==> src/rtl/cpu_pkg.sv <==
// Shared CPU constants: opcodes, PC-mux selects, phases.
// Also instruction field positions and the immediate sign-extend helper.
package cpu_pkg;

  localparam logic [5:0] OP_HALT = 6'd0;
  localparam logic [5:0] OP_JR   = 6'd28;
  localparam logic [5:0] OP_JMP  = 6'd29;
  localparam logic [5:0] OP_BEQ  = 6'd30;
  localparam logic [5:0] OP_BLT  = 6'd31;

  typedef enum logic [2:0] {
    SEL_JR   = 3'd0,
    SEL_BR   = 3'd1,
    SEL_JMP  = 3'd2,
    SEL_INC  = 3'd3,
    SEL_HALT = 3'd4
  } pc_sel_e;

  localparam logic [2:0] PH_UPDATE = 3'd4;
  localparam logic [2:0] PH_FETCH  = 3'd5;
  localparam logic [2:0] PH_LAST   = 3'd7;

  localparam int OP_MSB  = 31;
  localparam int OP_LSB  = 26;
  localparam int IMM_MSB = 15;

  typedef enum logic {
    MODE_RUN  = 1'b0,
    MODE_HALT = 1'b1
  } mode_e;

  function automatic logic [31:0] sext16(input logic [15:0] v);
    return {{16{v[15]}}, v};
  endfunction

endpackage

==> src/rtl/next_pc_calc.sv <==
// Combinational next-PC selection for the fetch stage.
// Also flags halt and illegal PC-mux selects.
module next_pc_calc
  import cpu_pkg::*;
#(
  parameter int ADDR_W = 16
) (
  input  logic [ADDR_W-1:0] pc,
  input  logic [2:0]        pc_sel,
  input  logic              equ,
  input  logic              les,
  input  logic [31:0]       ex_ir,
  input  logic [31:0]       rs_value,
  output logic [ADDR_W-1:0] next_pc,
  output logic              halt,
  output logic              sel_err
);

  logic [5:0]        op;
  logic [31:0]       off;
  logic              taken;
  logic [ADDR_W-1:0] inc;
  logic              unused;

  assign op  = ex_ir[OP_MSB:OP_LSB];
  assign off = sext16(ex_ir[IMM_MSB:0]);
  assign inc = pc + ADDR_W'(1);
  assign unused = ^{rs_value, ex_ir, off};

  // Branch condition from the executing opcode and compare flags
  always_comb begin
    taken = ((op == OP_BEQ) && equ) ||
            ((op == OP_BLT) && les);
  end

  // PC-mux: wraps naturally at ADDR_W bits
  always_comb begin
    next_pc = inc;
    halt    = 1'b0;
    sel_err = 1'b0;
    unique case (1'b1)
      pc_sel == SEL_JR:
        next_pc = rs_value[ADDR_W-1:0];
      pc_sel == SEL_BR:
        next_pc = taken ?
          pc + off[ADDR_W-1:0] : inc;
      pc_sel == SEL_JMP:
        next_pc = ex_ir[ADDR_W-1:0];
      pc_sel == SEL_INC:
        next_pc = inc;
      pc_sel == SEL_HALT: begin
        next_pc = pc;
        halt    = 1'b1;
      end
      default:
        sel_err = 1'b1;
    endcase
  end

endmodule

==> src/rtl/fetch_unit.sv <==
// Instruction fetch / PC stage: 8-phase period, req/ack fetch,
// decode and execute instruction registers, next-PC update.
module fetch_unit
  import cpu_pkg::*;
#(
  parameter int              ADDR_W   = 16,
  parameter logic [ADDR_W-1:0] RESET_PC = '0
) (
  input  logic              clk,
  input  logic              rst_n,
  input  logic [2:0]        pc_sel,
  input  logic              equ,
  input  logic              les,
  input  logic [31:0]       rs_value,
  output logic              imem_req,
  output logic [ADDR_W-1:0] imem_addr,
  input  logic              imem_ack,
  input  logic [31:0]       imem_rdata,
  output logic [5:0]        opcode,
  output logic [31:0]       ex_ir,
  output logic [ADDR_W-1:0] pc,
  output logic [2:0]        phase,
  output logic              hold,
  output logic              halted,
  output logic              sel_err
);

  mode_e             mode_q, mode_d;
  logic [2:0]        phase_q, phase_d;
  logic [ADDR_W-1:0] pc_q, pc_d;
  logic [31:0]       ir_q, ir_d;
  logic [31:0]       ex_q, ex_d;
  logic              err_q, err_d;

  logic [ADDR_W-1:0] npc;
  logic              npc_halt;
  logic              npc_err;
  logic              in_fetch;

  next_pc_calc #(
    .ADDR_W (ADDR_W)
  ) u_npc (
    .pc       (pc_q),
    .pc_sel   (pc_sel),
    .equ      (equ),
    .les      (les),
    .ex_ir    (ex_q),
    .rs_value (rs_value),
    .next_pc  (npc),
    .halt     (npc_halt),
    .sel_err  (npc_err)
  );

  // rst_n gating makes req/hold drop the instant reset asserts
  assign in_fetch  = (mode_q == MODE_RUN) &&
                     (phase_q == PH_FETCH);
  assign imem_req  = rst_n && in_fetch;
  assign hold      = rst_n &&
                     ((mode_q == MODE_HALT) ||
                      (in_fetch && !imem_ack));
  assign imem_addr = pc_q;
  assign pc        = pc_q;
  assign phase     = phase_q;
  assign opcode    = ir_q[OP_MSB:OP_LSB];
  assign ex_ir     = ex_q;
  assign halted    = (mode_q == MODE_HALT);
  assign sel_err   = err_q;

  // State registers
  always_ff @(posedge clk or negedge rst_n) begin
    if (!rst_n) begin
      mode_q  <= MODE_RUN;
      phase_q <= PH_FETCH;
      pc_q    <= RESET_PC;
      ir_q    <= '0;
      ex_q    <= '0;
      err_q   <= 1'b0;
    end else begin
      mode_q  <= mode_d;
      phase_q <= phase_d;
      pc_q    <= pc_d;
      ir_q    <= ir_d;
      ex_q    <= ex_d;
      err_q   <= err_d;
    end
  end

  // Phase sequencing: update, fetch wait, decode hand-off
  always_comb begin
    mode_d  = mode_q;
    phase_d = phase_q;
    pc_d    = pc_q;
    ir_d    = ir_q;
    ex_d    = ex_q;
    err_d   = err_q;
    if (mode_q == MODE_RUN) begin
      unique case (1'b1)
        phase_q == PH_UPDATE: begin
          pc_d  = npc;
          err_d = err_q || npc_err;
          if (npc_halt) mode_d  = MODE_HALT;
          else          phase_d = PH_FETCH;
        end
        phase_q == PH_FETCH: begin
          if (imem_ack) begin
            ir_d    = imem_rdata;
            phase_d = phase_q + 3'd1;
          end
        end
        phase_q == PH_LAST: begin
          ex_d    = ir_q;
          phase_d = 3'd0;
        end
        default:
          phase_d = phase_q + 3'd1;
      endcase
    end
  end

endmodule

==> config.mk <==
export PLATFORM = sky130hd
export DESIGN_NAME = fetch_unit
export DESIGN_NICKNAME = d
export VERILOG_FILES = /design/src/rtl/cpu_pkg.sv /design/src/rtl/next_pc_calc.sv /design/src/rtl/fetch_unit.sv
export SDC_FILE = /design/constraint.sdc
export NUM_CORES = 1
export LEC_CHECK = 0
export CAP_MARGIN = 10
export CORE_MARGIN = 5
export CORE_UTILIZATION = 54
export CTS_BUF_LIST = sky130_fd_sc_hd__clkbuf_8
export DETAILED_ROUTE_END_ITERATION = 12
export GPL_ROUTABILITY_DRIVEN = 0
export PLACE_DENSITY = 0.89
export SLEW_MARGIN = 30
export SYNTH_ARGS = -nofsm -noshare
export SYNTH_HDL_FRONTEND = slang
export SYNTH_HIERARCHICAL = 1
export SYNTH_SLANG_ARGS = --single-unit
==> constraint.sdc <==
create_clock -name clk -period 7.2 [get_ports clk]
set_clock_uncertainty 0.2 [all_clocks]
set_input_delay 2.16 -clock clk [delete_from_list [all_inputs] [get_ports clk]]
set_output_delay 2.16 -clock clk [all_outputs]
set_load 0.01 [all_outputs]
Figure 1. Metal 1.
Bar = 20 um. Cells faint in the background.
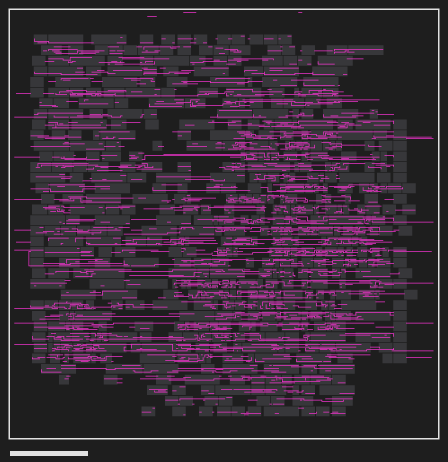
main direction: horizontal
wire length on this layer: 5,510 um
longest straight run: 28.1 um
share of all routed wire: 40%
nets with wire on the layer: 587

Figure 2. Signal wires by layer.
Bar = 20 um. Two of the layers only.
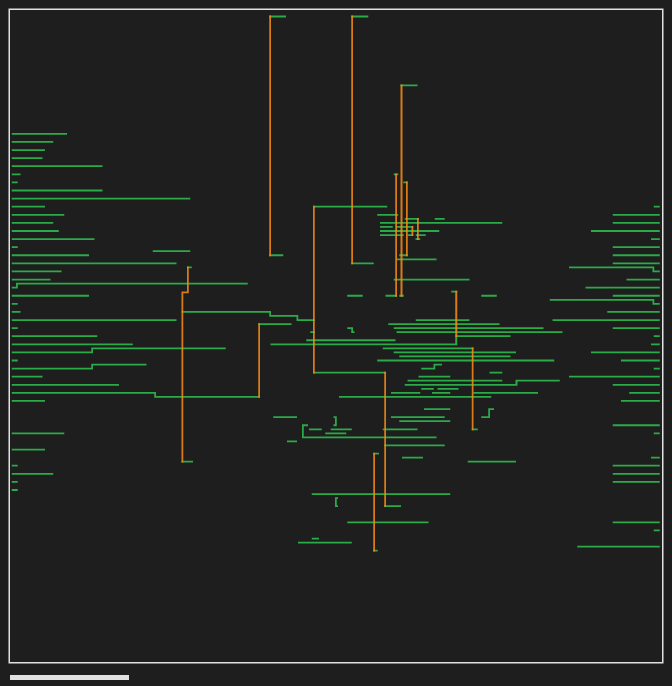
| colour | layer | wire length |
|---|---|---|
| orange | M4 | 288 um |
| green | M3 | 1,320 um |

==> cells in the mapped netlist, types with 7 or more instances <==
master / count / area (sq um)
sky130_fd_sc_hd__dfrtp_1: 83 / 2080
sky130_fd_sc_hd__mux2_2: 48 / 541
sky130_fd_sc_hd__a21oi_1: 40 / 200
sky130_fd_sc_hd__mux2_4: 30 / 450
sky130_fd_sc_hd__nor2_1: 26 / 97.6
sky130_fd_sc_hd__buf_4: 23 / 173
sky130_fd_sc_hd__nand2_1: 21 / 78.8
sky130_fd_sc_hd__ha_1: 20 / 250
sky130_fd_sc_hd__xnor2_1: 19 / 166
sky130_fd_sc_hd__inv_1: 12 / 45.0
sky130_fd_sc_hd__nand3_1: 12 / 60.1
sky130_fd_sc_hd__o21ai_0: 12 / 60.1
sky130_fd_sc_hd__a21o_1: 10 / 75.1
sky130_fd_sc_hd__clkbuf_1: 9 / 33.8
sky130_fd_sc_hd__o22ai_1: 9 / 56.3
sky130_fd_sc_hd__buf_6: 8 / 90.1
sky130_fd_sc_hd__mux2i_1: 8 / 80.1
sky130_fd_sc_hd__xor2_1: 7 / 61.3
==> metal layers <==
metal	up-vias	global-route usage, %	share of wire, %
met5	-	0	0
met4	0	8.37	2.1
met3	32	5.93	9.5
met2	213	39.9	49
met1	2060	29.3	40
li1	1942	-	-
==> registers in the layout (all words and copies together), names as in the netlist <==
signal and count:
halted 1, phase 3, ex_ir 32, ir_q 32, imem_addr 16, sel_err 1
==> power groups by stage <==
stage | Sequential, mW | Clock, mW | Combinational, mW
5_1_grt | 1.03 | 0.396 | 1.74
3_5_place_dp | 0.998 | 0 | 1.59
2_1_floorplan | 0.969 | 0 | 1.05
6_report | 0.990 | 0.371 | 1.61
3_3_place_gp | 0.977 | 0 | 1.54
4_1_cts | 0.989 | 0.379 | 1.61
==> layout make-up <==
cell class / count / area [sq um] / area share, %
Tap cell: 133 / 166 / 2.47
Sequential cell: 85 / 2130 / 31.6
Clock buffer: 9 / 124 / 1.84
Inverter: 12 / 45.0 / 0.668
Timing Repair Buffer: 134 / 1330 / 19.8
Multi-Input combinational cell: 342 / 2860 / 42.4
Clock inverter: 6 / 88.8 / 1.32
==> logic make-up after synthesis <==
kind of cell    synth area share [%]
simple gates                    9.54
buf+inv                         6.85
flops                           39.8
compound gates                  14.1
fa+ha+maj                       5.05
xor+xnor                        4.26
mux                             20.4
==> path summary, 6_finish.rpt <==
check                                             to  cells past startpoint
max                                             hold                      4
min                              sel_err$_DFFE_PN0P_                      1
max reg2reg                imem_addr[10]$_DFFE_PN0P_                     11
min reg2reg                      sel_err$_DFFE_PN0P_                      1
max in group asynchronous       ir_q[29]$_DFFE_PN0P_                      2
min in group asynchronous       ex_ir[7]$_DFFE_PN0P_                      1
==> flow_summary.rst <==
Flow metrics
------------

.. list-table::
   :header-rows: 1

   * - Metric
     - Value
   * - Status
     - finished clean
   * - First-pass GRT wire length
     - 22,000 um
   * - Unrepaired setup endpoints after global routing
     - false
   * - Dpl ws
     - 1.27 ns
   * - CTS Root Cell
     - sky130_fd_sc_hd__clkbuf_8
   * - Net switching power of the design
     - ~1.1 mW
   * - Cts repair resizes
     - 0
   * - First-pass detailed-route iteration total
     - 5
   * - Cell total after placement
     - 706
   * - Vias per Instance
     - 5.89
   * - Fraction of final layout cells with drive strength greater than 1
     - between 10% and 20%
   * - WHS
     - 0.284 ns
   * - Critical path startpoint category
     - primary input
   * - Area overhead of the layout relative to synthesis
     - 26.0%
   * - Hold-fix buffers, CTS
     - 0
   * - Area figure in the yosys stat output
     - 5350 sq um
   * - Vias after detailed routing
     - 4,247
   * - Post-layout period usage of the worst path
     - between 80% and 90%
   * - Crit path launch
     - imem_ack
   * - Power per Cell Area
     - 440 nW/um^2
   * - TritonCTS clock tree
     - built
   * - Detailed router's first-iteration violation count
     - 212
   * - Worst R2R Start
     - imem_addr[0]$_DFFE_PN0P_
   * - Total standard cell area after synthesis
     - 5350 sq um
   * - Worst setup margin
     - 1.27 ns
   * - Clock input transition at the sequential cells of the worst setup and hold paths
     - ~0.09 ns
   * - Flops & latches, synth
     - ~85
   * - Horiz. Die Dim
     - 110 um
   * - Final Routed Wirelength
     - 13,800 um
   * - Count of final setup violators
     - 0
   * - Per-cell routed wire length
     - 19.2 um
   * - Worst path buffer plus inverter count
     - 2
   * - Core Rows
     - 36
   * - Ordered cell list for the critical path
     - clkdlybuf4s50_1 -> and3b_1 -> o21a_1 -> clkdlybuf4s50_1
   * - Internal Pwr Total
     - 1.84 mW
   * - Filler cells
     - around 730
   * - Highest ir drop seen on vdd
     - roughly 0.00027 V
   * - Estimated wirelength of the detail-placed design
     - about 9900 um
   * - Max Cap Viol
     - 0
   * - Area of the core
     - 9730 sq um
   * - Net count of the mapped netlist
     - roughly 580
   * - Total congestion overflow
     - 0
   * - Worst Path Required
     - 4.84 ns
   * - Average cell area after synthesis
     - 11.1 sq um
   * - Initial antenna violation count
     - 0
   * - Part of the power in registers
     - 33.4%
   * - Largest stage delay, worst path
     - 0.55 ns
   * - Chip Footprint
     - 12,000 sq um
   * - Non-Filler Instances
     - 721
   * - Net switching share of the total power
     - 38.0%
   * - Most frequent cell on the critical path
     - sky130_fd_sc_hd__clkdlybuf4s50_1
   * - Clock network fraction of design power
     - 12.5%
   * - Number of instances in the synthesized netlist
     - 484
   * - EDFF count, synth
     - 0
   * - Register-to-register setup slack
     - 4.14 ns
   * - Port-buffer cells
     - approximately 130
   * - Minimum period implied by the final worst setup slack
     - 5.93 ns
   * - Leakage power
     - 2.99 nW
   * - Critical-path top delay cell
     - sky130_fd_sc_hd__clkdlybuf4s50_1
   * - Normalized max-slew margin
     - between 40% and 50%
   * - Antenna violation net count after detailed routing
     - 0
   * - Number of H-tree branching levels
     - 3
   * - Most used logic cell in the final layout
     - sky130_fd_sc_hd__clkdlybuf4s50_1
   * - Hold WC Path Type
     - flip-flop to flip-flop
   * - Top-level port count
     - ~150
   * - Clock insertion delay at the later pin of the skew report
     - 0.36 ns
   * - Highest-count cells in the layout ignoring fill and taps
     - sky130_fd_sc_hd__clkdlybuf4s50_1, sky130_fd_sc_hd__dfrtp_1, sky130_fd_sc_hd__mux2_2
   * - Actual transition at the worst max-transition pin
     - 0.861 ns
   * - Setup CP Type
     - primary input to output port
   * - Highest attainable clock frequency
     - 169 MHz
   * - Register area share after synthesis
     - 39.8%
   * - Highest net fanout along the worst path
     - 3
   * - DRC violations left
     - 0
   * - Commonest register cell after synthesis
     - sky130_fd_sc_hd__dfrtp_1
   * - Placed Instance Area
     - 6530 sq um
   * - Final design area excluding fillers
     - 6750 sq um
   * - Overall Power
     - 2.97 mW
   * - Number of global-route vias before repair
     - 4,319
   * - Number of setup buffers added after CTS
     - 0
   * - Clock sink total
     - between 80 and 90
   * - Pin count of the biggest net entering global routing
     - 53
   * - Combinational share of power
     - 54.2%
   * - Number of buffers on the longest clock path
     - 2
   * - Sum of negative setup slack
     - 0 ns
   * - Share of the core filled by cells before placement
     - 55.0%
   * - Number of warning messages in the logs
     - 44
   * - Final net count
     - around 680
Power and IR drop assume default switching activity.
